### config.mk
export PLATFORM = sky130hd
export DESIGN_NAME = adc_capture_ctrl_flat
export DESIGN_NICKNAME = d
export VERILOG_FILES = /design/src/rtl/adc_capture_ctrl_if.sv /design/src/rtl/adc_capture_ctrl.sv /design/src/flat_wrapper.sv
export SDC_FILE = /design/constraint.sdc
export NUM_CORES = 1
export LEC_CHECK = 0
export ABC_AREA = 1
export CELL_PAD_IN_SITES_DETAIL_PLACEMENT = 0
export CELL_PAD_IN_SITES_GLOBAL_PLACEMENT = 1
export CORE_ASPECT_RATIO = 0.8
export CORE_UTILIZATION = 37
export CTS_CLUSTER_SIZE = 10
export DETAILED_ROUTE_END_ITERATION = 6
export PLACE_DENSITY = 0.88
export SLEW_MARGIN = 15
export SYNTH_ARGS = -nofsm -noshare
export SYNTH_HDL_FRONTEND = slang
export SYNTH_SLANG_ARGS = --single-unit
export TNS_END_PERCENT = 5
### constraint.sdc
create_clock -name clk -period 5.1 [get_ports clk]
set_input_delay 1.02 -clock clk [delete_from_list [all_inputs] [get_ports clk]]
set_output_delay 1.02 -clock clk [all_outputs]
set_load 0.01 [all_outputs]
### src/rtl/adc_capture_ctrl_if.sv
// ---------------------------------------------------------------------------
// adc_capture_ctrl_if
// Signal bundle between the ADC capture controller and its environment:
// pre-synchronized commands and trigger from the host side, the ADC sample
// input, the sample FIFO write port and the capture status flags.
//
// Modports
//   master : the capture controller (consumes commands/trigger/ADC data,
//            drives the FIFO write port and status)
//   slave  : the environment (host command logic, ADC register, FIFO)
//
// Parameters
//   DATA_W : ADC sample width
//   CNT_W  : sample counter width
//   OFS_W  : trigger offset counter width
// ---------------------------------------------------------------------------
interface adc_capture_ctrl_if #(
  parameter int unsigned DATA_W = 10,
  parameter int unsigned CNT_W  = 16,
  parameter int unsigned OFS_W  = 32
);

  logic              cmd_arm_i;
  logic              cmd_abort_i;
  logic              trigger_i;
  logic              trigger_mode_i;
  logic              trigger_wait_i;
  logic [CNT_W-1:0]  samples_i;
  logic [OFS_W-1:0]  offset_i;
  logic [DATA_W-1:0] adc_data_i;
  logic              fifo_full_i;
  logic              fifo_wr_en_o;
  logic [DATA_W-1:0] fifo_data_o;
  logic              armed_o;
  logic              capturing_o;
  logic              done_o;
  logic              overflow_o;

  modport master (
    input  cmd_arm_i,
    input  cmd_abort_i,
    input  trigger_i,
    input  trigger_mode_i,
    input  trigger_wait_i,
    input  samples_i,
    input  offset_i,
    input  adc_data_i,
    input  fifo_full_i,
    output fifo_wr_en_o,
    output fifo_data_o,
    output armed_o,
    output capturing_o,
    output done_o,
    output overflow_o
  );

  modport slave (
    output cmd_arm_i,
    output cmd_abort_i,
    output trigger_i,
    output trigger_mode_i,
    output trigger_wait_i,
    output samples_i,
    output offset_i,
    output adc_data_i,
    output fifo_full_i,
    input  fifo_wr_en_o,
    input  fifo_data_o,
    input  armed_o,
    input  capturing_o,
    input  done_o,
    input  overflow_o
  );

endinterface

### src/rtl/adc_capture_ctrl.sv
// ---------------------------------------------------------------------------
// adc_capture_ctrl
// Sequences a single ADC capture in the ADC sample-clock domain: arm,
// optional wait for the trigger to go inactive, trigger qualification, then
// exactly N sample writes into the sample FIFO followed by a one-cycle done
// pulse. A full FIFO truncates the capture and sets a sticky overflow flag;
// abort returns to idle at any time without a done pulse.
//
// Ports
//   clk    : ADC sample clock, all logic on the rising edge
//   reset  : asynchronous, active-high
//   bus    : adc_capture_ctrl_if.master
//            cmd_arm_i / cmd_abort_i   one-cycle command pulses (synchronized)
//            trigger_i, trigger_mode_i trigger and its active level
//            trigger_wait_i            require trigger inactive before arming
//            samples_i / offset_i      capture length / trigger delay, latched on arm
//            adc_data_i                ADC sample
//            fifo_full_i               sample FIFO full
//            fifo_wr_en_o/fifo_data_o  registered FIFO write port
//            armed_o / capturing_o     registered state flags
//            done_o                    one-cycle completion pulse
//            overflow_o                sticky FIFO-full-during-capture flag
//
// Build option
//   ADC_TRIG_OFFSET_EN : when defined, adds an OFFSET state that delays the
//   first sample by offset_i clocks after the trigger edge. When undefined,
//   offset_i is ignored and capture starts right after the trigger edge.
// ---------------------------------------------------------------------------
module adc_capture_ctrl #(
  parameter int unsigned DATA_W = 10,
  parameter int unsigned CNT_W  = 16,
  parameter int unsigned OFS_W  = 32
) (
  input logic                clk,
  input logic                reset,
  adc_capture_ctrl_if.master bus
);

  typedef enum logic [2:0] {
    ST_IDLE,
    ST_WAIT_INACT,
    ST_ARMED,
    ST_OFFSET,
    ST_CAPTURE
  } state_t;

  state_t            state_q, state_d;
  logic [CNT_W-1:0]  count_q, count_d;
  logic [CNT_W-1:0]  samples_q, samples_d;
  logic              wr_en_q, wr_en_d;
  logic [DATA_W-1:0] data_q, data_d;
  logic              done_q, done_d;
  logic              ovf_q, ovf_d;
  logic              armed_q, armed_d;
  logic              cap_q, cap_d;
  logic              trig_active;

`ifdef ADC_TRIG_OFFSET_EN
  // Holds the latched offset, then counts it down while in OFFSET.
  logic [OFS_W-1:0]  ofs_q, ofs_d;
`else
  logic              unused_offset;
  assign unused_offset = ^bus.offset_i;
`endif

  assign trig_active = (bus.trigger_i == bus.trigger_mode_i);

  // Next-state and next-output logic.
  always_comb begin
    state_d   = state_q;
    count_d   = count_q;
    samples_d = samples_q;
    wr_en_d   = 1'b0;
    data_d    = data_q;
    done_d    = 1'b0;
    ovf_d     = ovf_q;
`ifdef ADC_TRIG_OFFSET_EN
    ofs_d     = ofs_q;
`endif

    if (bus.cmd_abort_i) begin
      // Abort beats everything, including a simultaneous arm in IDLE.
      state_d = ST_IDLE;
    end else begin
      case (state_q)
        ST_IDLE: begin
          if (bus.cmd_arm_i) begin
            samples_d = bus.samples_i;
`ifdef ADC_TRIG_OFFSET_EN
            ofs_d     = bus.offset_i;
`endif
            ovf_d     = 1'b0;
            state_d   = bus.trigger_wait_i ? ST_WAIT_INACT : ST_ARMED;
          end
        end

        ST_WAIT_INACT: begin
          if (!trig_active) begin
            state_d = ST_ARMED;
          end
        end

        ST_ARMED: begin
          if (trig_active) begin
            count_d = '0;
`ifdef ADC_TRIG_OFFSET_EN
            // Pre-decrement so OFFSET exits after exactly offset edges.
            if (ofs_q != '0) begin
              ofs_d   = ofs_q - OFS_W'(1);
              state_d = ST_OFFSET;
            end else begin
              state_d = ST_CAPTURE;
            end
`else
            state_d = ST_CAPTURE;
`endif
          end
        end

`ifdef ADC_TRIG_OFFSET_EN
        ST_OFFSET: begin
          if (ofs_q == '0) begin
            state_d = ST_CAPTURE;
          end else begin
            ofs_d = ofs_q - OFS_W'(1);
          end
        end
`endif

        ST_CAPTURE: begin
          // Compare before increment, so the counter can never wrap.
          if (count_q >= samples_q) begin
            done_d  = 1'b1;
            state_d = ST_IDLE;
          end else if (bus.fifo_full_i) begin
            ovf_d   = 1'b1;
            done_d  = 1'b1;
            state_d = ST_IDLE;
          end else begin
            wr_en_d = 1'b1;
            data_d  = bus.adc_data_i;
            count_d = count_q + CNT_W'(1);
          end
        end

        default: begin
          state_d = ST_IDLE;
        end
      endcase
    end

    armed_d = (state_d == ST_WAIT_INACT) || (state_d == ST_ARMED);
    cap_d   = (state_d == ST_OFFSET) || (state_d == ST_CAPTURE);
  end

  // State and output registers.
  always_ff @(posedge clk or posedge reset) begin
    if (reset) begin
      state_q   <= ST_IDLE;
      count_q   <= '0;
      samples_q <= '0;
      wr_en_q   <= 1'b0;
      data_q    <= '0;
      done_q    <= 1'b0;
      ovf_q     <= 1'b0;
      armed_q   <= 1'b0;
      cap_q     <= 1'b0;
`ifdef ADC_TRIG_OFFSET_EN
      ofs_q     <= '0;
`endif
    end else begin
      state_q   <= state_d;
      count_q   <= count_d;
      samples_q <= samples_d;
      wr_en_q   <= wr_en_d;
      data_q    <= data_d;
      done_q    <= done_d;
      ovf_q     <= ovf_d;
      armed_q   <= armed_d;
      cap_q     <= cap_d;
`ifdef ADC_TRIG_OFFSET_EN
      ofs_q     <= ofs_d;
`endif
    end
  end

  assign bus.fifo_wr_en_o = wr_en_q;
  assign bus.fifo_data_o  = data_q;
  assign bus.armed_o      = armed_q;
  assign bus.capturing_o  = cap_q;
  assign bus.done_o       = done_q;
  assign bus.overflow_o   = ovf_q;

endmodule

### src/flat_wrapper.sv
// flat-port wrapper written by rule: the top's interface ports become plain ports
module adc_capture_ctrl_flat 
#(
  parameter int unsigned DATA_W = 10,
  parameter int unsigned CNT_W  = 16,
  parameter int unsigned OFS_W  = 32
)
  (clk, reset, bus_cmd_arm_i, bus_cmd_abort_i, bus_trigger_i, bus_trigger_mode_i, bus_trigger_wait_i, bus_samples_i, bus_offset_i, bus_adc_data_i, bus_fifo_full_i, bus_fifo_wr_en_o, bus_fifo_data_o, bus_armed_o, bus_capturing_o, bus_done_o, bus_overflow_o);
  adc_capture_ctrl_if #(.DATA_W(DATA_W), .CNT_W(CNT_W), .OFS_W(OFS_W)) bus_i ();
  input logic clk;
  input logic reset;
  input wire logic [$bits(bus_i.cmd_arm_i)-1:0] bus_cmd_arm_i;
  input wire logic [$bits(bus_i.cmd_abort_i)-1:0] bus_cmd_abort_i;
  input wire logic [$bits(bus_i.trigger_i)-1:0] bus_trigger_i;
  input wire logic [$bits(bus_i.trigger_mode_i)-1:0] bus_trigger_mode_i;
  input wire logic [$bits(bus_i.trigger_wait_i)-1:0] bus_trigger_wait_i;
  input wire logic [$bits(bus_i.samples_i)-1:0] bus_samples_i;
  input wire logic [$bits(bus_i.offset_i)-1:0] bus_offset_i;
  input wire logic [$bits(bus_i.adc_data_i)-1:0] bus_adc_data_i;
  input wire logic [$bits(bus_i.fifo_full_i)-1:0] bus_fifo_full_i;
  output wire logic [$bits(bus_i.fifo_wr_en_o)-1:0] bus_fifo_wr_en_o;
  output wire logic [$bits(bus_i.fifo_data_o)-1:0] bus_fifo_data_o;
  output wire logic [$bits(bus_i.armed_o)-1:0] bus_armed_o;
  output wire logic [$bits(bus_i.capturing_o)-1:0] bus_capturing_o;
  output wire logic [$bits(bus_i.done_o)-1:0] bus_done_o;
  output wire logic [$bits(bus_i.overflow_o)-1:0] bus_overflow_o;
  assign bus_i.cmd_arm_i = bus_cmd_arm_i;
  assign bus_i.cmd_abort_i = bus_cmd_abort_i;
  assign bus_i.trigger_i = bus_trigger_i;
  assign bus_i.trigger_mode_i = bus_trigger_mode_i;
  assign bus_i.trigger_wait_i = bus_trigger_wait_i;
  assign bus_i.samples_i = bus_samples_i;
  assign bus_i.offset_i = bus_offset_i;
  assign bus_i.adc_data_i = bus_adc_data_i;
  assign bus_i.fifo_full_i = bus_fifo_full_i;
  assign bus_fifo_wr_en_o = bus_i.fifo_wr_en_o;
  assign bus_fifo_data_o = bus_i.fifo_data_o;
  assign bus_armed_o = bus_i.armed_o;
  assign bus_capturing_o = bus_i.capturing_o;
  assign bus_done_o = bus_i.done_o;
  assign bus_overflow_o = bus_i.overflow_o;
  adc_capture_ctrl #(.DATA_W(DATA_W), .CNT_W(CNT_W), .OFS_W(OFS_W)) u_core (.clk(clk), .reset(reset), .bus(bus_i));
endmodule
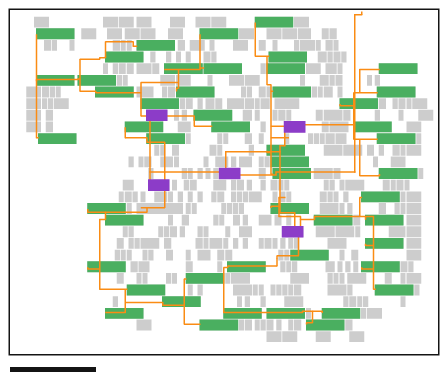
(routed clock nets over the placement)
Bar = 20 um.
Key: green = flip-flops [count 50]; orange = clock wires [length 654 um]; purple = clock-net drivers [count 5]
There are 6 routed clock nets. Position of the flops: spread over the die.
Late-Pin Clk Latency: 0.30 ns
clk_skew: 0.00499 ns

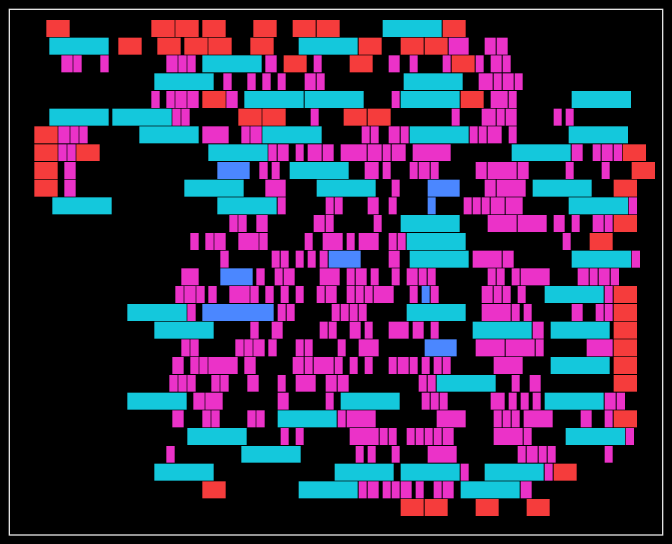
(placement by cell class)
Key: red = remaining buffers and delay cells [cells 48, share of their area 14%]; magenta = remaining logic cells [cells 309, share of their area 45%]; blue = clock drivers and dummy loads [cells 8, share of their area 3.2%]; cyan = registers [cells 50, share of their area 37%]
Final Core Density: 0.471
Core Area: 7430 sq um

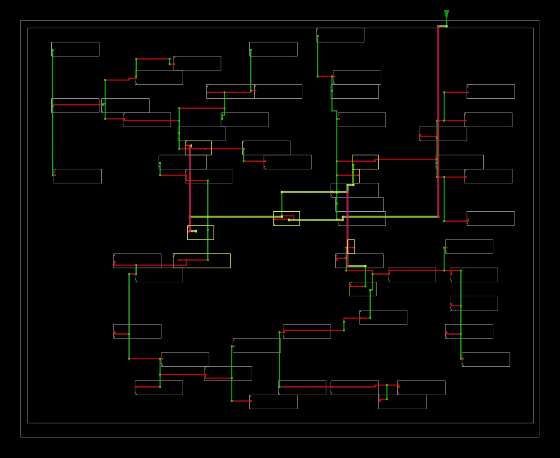
(the clock network)
registers: 50
clkbuf count: 7
clock buffer count from CTS: 5
P_clk: 275 uW

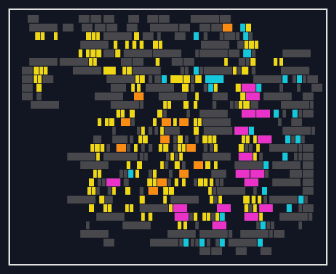
(logic cells by family)
Key: cyan = aoi and oai cells [cells 28, most used a21oi_1]; yellow = nand cells [cells 146, most used nand2_1]; magenta = fa/ha/maj cells [cells 17, most used ha_1]; orange = xor and xnor cells [cells 12, most used xor2_1, where middle]
Comb area share: 0.386
non-filler instance count after layout: 520
Commonest Layout Cell: nand2_1

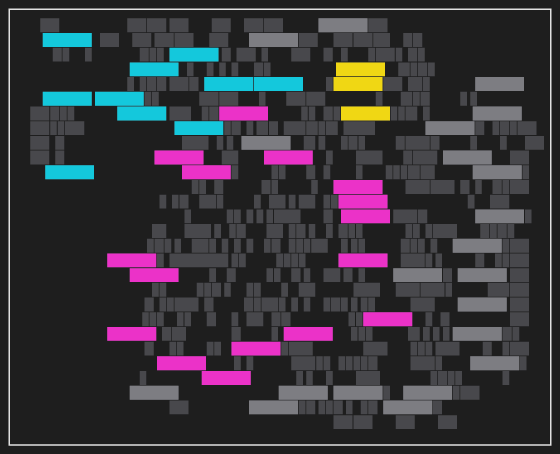
(where the registers sit)
Other sequential cells in the stronger grey, the rest of the logic in the fainter grey.
Key: cyan = u_core.bus.fifo_data_o [placed flops 10]; magenta = u_core.count_q [placed flops 16]; yellow = u_core.state_q [placed flops 3]
Another 21 sequential cells are not coloured.
Flop+latch power: 493 uW
FF/Latch Area: 1250 sq um

==> deck_impl_summary.md <==
Key Metrics from the Run

Status
  – Status: completed

Finish
  – Flop share of the area: 0.358
  – Non-clock inverters: 47

Critical path
  – Worst R2R Path Depth: 6
  – Worst R2R Start: u_core.state_q[1]$_DFF_PP0_
  – Terminus of the critical flop-to-flop path: u_core.bus.fifo_data_o[7]$_DFFE_PP0P_
  – CP startpoint kind: input port
  – Worst-path cell chain: clkdlybuf4s50_1 > nor2_1 > nand4_1 > nand2_1 > nand2_1
  – Worst Setup EP: u_core.bus.fifo_data_o[7]$_DFFE_PP0P_

GRT
  – GRT overflow: 0
  – Initial antenna violation count: 0
  – GR Layer Usage met3: 0.0252

Logic synthesis
  – Cell Area, Synth: 2840 sq um
  – Yosys cell count: 369
  – MUX area fraction: 0.00397
  – Yosys Chip Area: 2840 sq um
  – Area leader, netlist: dfrtp_1
  – Post-synth top area share: 0.441
  – Synthesized instance count: 369
  – Synth flops: roughly 50
  – Top_reg_cell synth: dfrtp_1
  – Top cells by instance count after synthesis: nand2_1, nor2_1, dfrtp_1
  – Register share after synthesis: 0.441
  – Post-synth EDFFs: 0

Die
  – Die H: 80.3 um
  – Fp_density: 0.382
  – FP Rows: 28

Final timing
  – Final count of negative-setup-slack endpoints: 0

CTS
  – H-tree Lvls: 2

Power and ir drop
  – Logic pwr share: 0.254

Drt
  – Via density: roughly 4.6
  – Drt wl/cell: about 12 um
Power and IR drop assume default switching activity.
